==> config.mk <==
export PLATFORM = sky130hd
export DESIGN_NAME = snoop_bus_arbiter
export DESIGN_NICKNAME = d
export VERILOG_FILES = /design/src/rtl/snoop_bus_arbiter.sv
export SDC_FILE = /design/constraint.sdc
export NUM_CORES = 1
export LEC_CHECK = 0
export CAP_MARGIN = 10
export CORE_ASPECT_RATIO = 1.25
export CORE_MARGIN = 5
export CORE_UTILIZATION = 45
export CTS_CLUSTER_DIAMETER = 100
export DETAILED_ROUTE_END_ITERATION = 12
export GPL_ROUTABILITY_DRIVEN = 0
export GPL_TIMING_DRIVEN = 0
export PLACE_DENSITY = 0.89
export SLEW_MARGIN = 20
export SYNTH_ARGS = -nofsm -noshare
export SYNTH_HDL_FRONTEND = slang
export SYNTH_SLANG_ARGS = --single-unit
==> constraint.sdc <==
create_clock -name clk -period 6.4 [get_ports clk]
set_clock_uncertainty 0.05 [all_clocks]
set_input_delay 0.64 -clock clk [delete_from_list [all_inputs] [get_ports clk]]
set_output_delay 0.64 -clock clk [all_outputs]
set_load 0.05 [all_outputs]
**Port wiring**

Scale: 3 px per um.
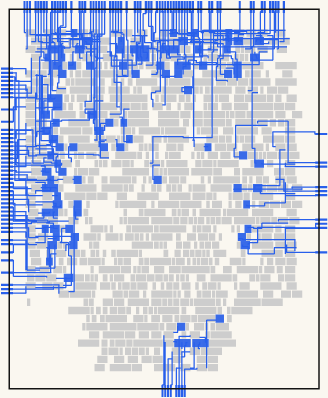
[req_addr] blue | bits: 128 | direction: input | end cells: 96 | buffers: 128 | wire: 3560 um
Top-Level Pins: 232
port bufs: 230

**Gate-type map**

Scale: 4 px per um.
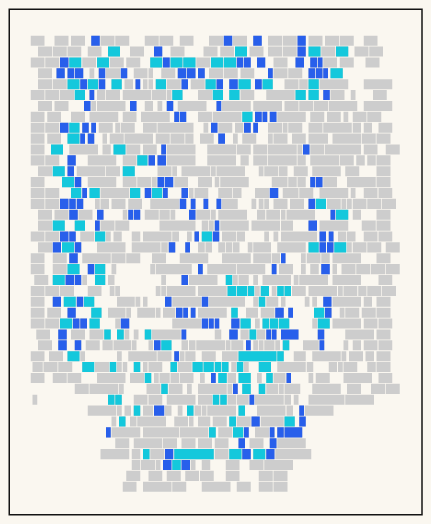
[inverting AOI/OAI gates] cyan | cells: 115
[NOR gates] blue | cells: 159
Comb/total area: 0.3599
most frequent logic cell in the layout: clkdlybuf4s50_1
final non-filler cell total: 971

==> impl_metrics.ini <==
; physical design summary
[placed_design]
hpwl_mm = 15.14
dp.cells = 955

[status]
outcome = completed

[synthesis]
top_cell_area_share = 0.3720
ys_seq_frac = 0.3720
simple_gate_area_frac = 0.2780
topCellsByArea = dfxtp_1 37%, mux2i_1 7.4%, nor3_1 6.9%
netlist_area_mm2 = 0.004843
postSynthAreaPerCell_um2 = 8.168
edf_count = 0
xor_area_frac = 0.001808
ys_types = 45
synthTopCellsByCount = 90 x dfxtp_1, 67 x nor3_1, 54 x nand2_1, 47 x nor2_1, 40 x nor2b_1
logic_family = simple AND/OR/NAND/NOR gates
compound_area_frac = 0.1925
ys.warnings.count = 0
synth_chip_area_mm2 = 0.004843
synth_nets = 750
ys_cells = 593
ys_sh_adder = 0.01550
most_common_cell = dfxtp_1
mux_share = 0.07672
yosys.area.top_type = dfxtp_1

[global_routing]
antenna_found_initial = 0
globalRouteTotalUtil = 0.2963
grt_start_max_net_pins = 18
grt_pass1_wl_mm = 29.97

[timing]
hold_viol_final = 0
tightest_slew_ns = 0.8448
whs_ns = 0.4140
fin_crit_ns = 3.671
drv_slew = 0
period_used_share = 0.5737
fin_setup_tns_ns = 0
rsz0062_at_grt = no
finalSetupViolCount = 0

[worst_setup_path]
r2r_cells = 12
critical_path_class = in2reg
required_ns = 6.57
startpoint_type = input port
cp.arrival_ns = 3.84
end_kind = flop

[clock_tree]
post_cts_buffers = 0
post_cts_resized = 0
cts-root-buf = clkbuf_16
cts_tree = built
clock-sinks = 90
clk_path_buf_depth = 2
ctsHoldBuffers = 0
clock_latency_ns = 0.35

[power]
irDropWorstVdd_mv = 0.2428
p_leak_nw = 2.906
pwr_density_cell_mw_per_mm2 = 457.7

[route]
wl_per_cell_um = 19.97
drtIter0Drc = 464
vias_per_cell = 5.801
vias = 5633
remaining_drc_errors = 0
antenna_left = 0

[min_path]
whs_path_depth = 2
min_path_type = reg2reg

[floorplanning]
rows = 42
die_area_mm2 = 0.01295
core_area_mm2 = 0.01056
die_h_um = 126.0

[finish]
drive_above_1_share = 0.04768
syn_to_final_growth_pct = 57.07
comb_area_mm2 = 0.002738
layout.area.seq_mm2 = 0.001802
fillers = 775
post-route-cell-area_mm2 = 0.007607

[job]
warnings = 30
[worst max-delay path, cell delays in order]
cell and delay (ns):
clkdlybuf4s50_1 0.47, mux2i_1 0.15, nor2_1 0.06, nor3_1 0.52, ha_1 0.24, clkbuf_1 0.42
nor2b_1 0.09, clkbuf_1 0.21, buf_2 0.27, a221oi_1 0.32, nor3_1 0.09, a211oi_1 0.26
nor3_1 0.10
[power breakdown]
part	switching, W	total (W)	internal [W]
sequential	0.000128	0.000841	0.000713
clock	0.000242	0.000523	0.000281
combinational	0.00134	0.00212	0.000779
total	0.00171	0.00348	0.00177
[cell usage in the layout, fill, tap and decap left out, types with 33 or more instances in the layout]
| cell type | Yosys | routed |
|---|---|---|
| a211oi_1 | 35 | 35 |
| clkdlybuf4s50_1 | 0 | 230 |
| nor2_1 | 47 | 47 |
| clkbuf_1 | 36 | 36 |
| mux2i_1 | 36 | 36 |
| nor2b_1 | 40 | 40 |
| nor3_1 | 67 | 67 |
| dfxtp_1 | 90 | 90 |
| a221oi_1 | 33 | 33 |
| nand2_1 | 54 | 54 |
| nand2b_1 | 37 | 37 |
[stage by stage]
stage          setup WS, ns    util  power, W
2_1_floorplan         3.679       -  0.002246
3_3_place_gp          2.532  0.6921  0.002877
3_5_place_dp          2.424  0.6921  0.002934
4_1_cts               2.785  0.7202  0.003461
5_1_grt               2.501  0.7202  0.003662
6_report              2.729  0.7202  0.003482
[routing by layer]
metal  vias up  wire length, um  track usage  share of wire
met1      2613             7176       0.3615           0.37
met5         -                0            0              0
met3        75             1608      0.05199          0.083
li1       2601                -            -              -
met2       344             9688       0.4977           0.50
met4         0              919       0.1402          0.047
[final cells by class]
class	instances	area share
Buffer	55	0.03306
Multi-Input combinational cell	434	0.3599
Inverter	14	0.006908
Tap cell	132	0.02171
Clock buffer	10	0.03141
Clock inverter	6	0.007566
Sequential cell	90	0.2368
Timing Repair Buffer	230	0.3026
[kinds of logic (layout without fill, tap and decap cells)]
| logic type | count (synthesis) | count (layout) |
|---|---|---|
| simple gates | 265 | 265 |
| compound gates | 124 | 124 |
| flops | 90 | 90 |
| buf+inv | 69 | 315 |
| mux | 37 | 37 |
| fa+ha+maj | 6 | 6 |
| other cells | 1 | 1 |
| xor+xnor | 1 | 1 |
Power and IR drop assume default switching activity.
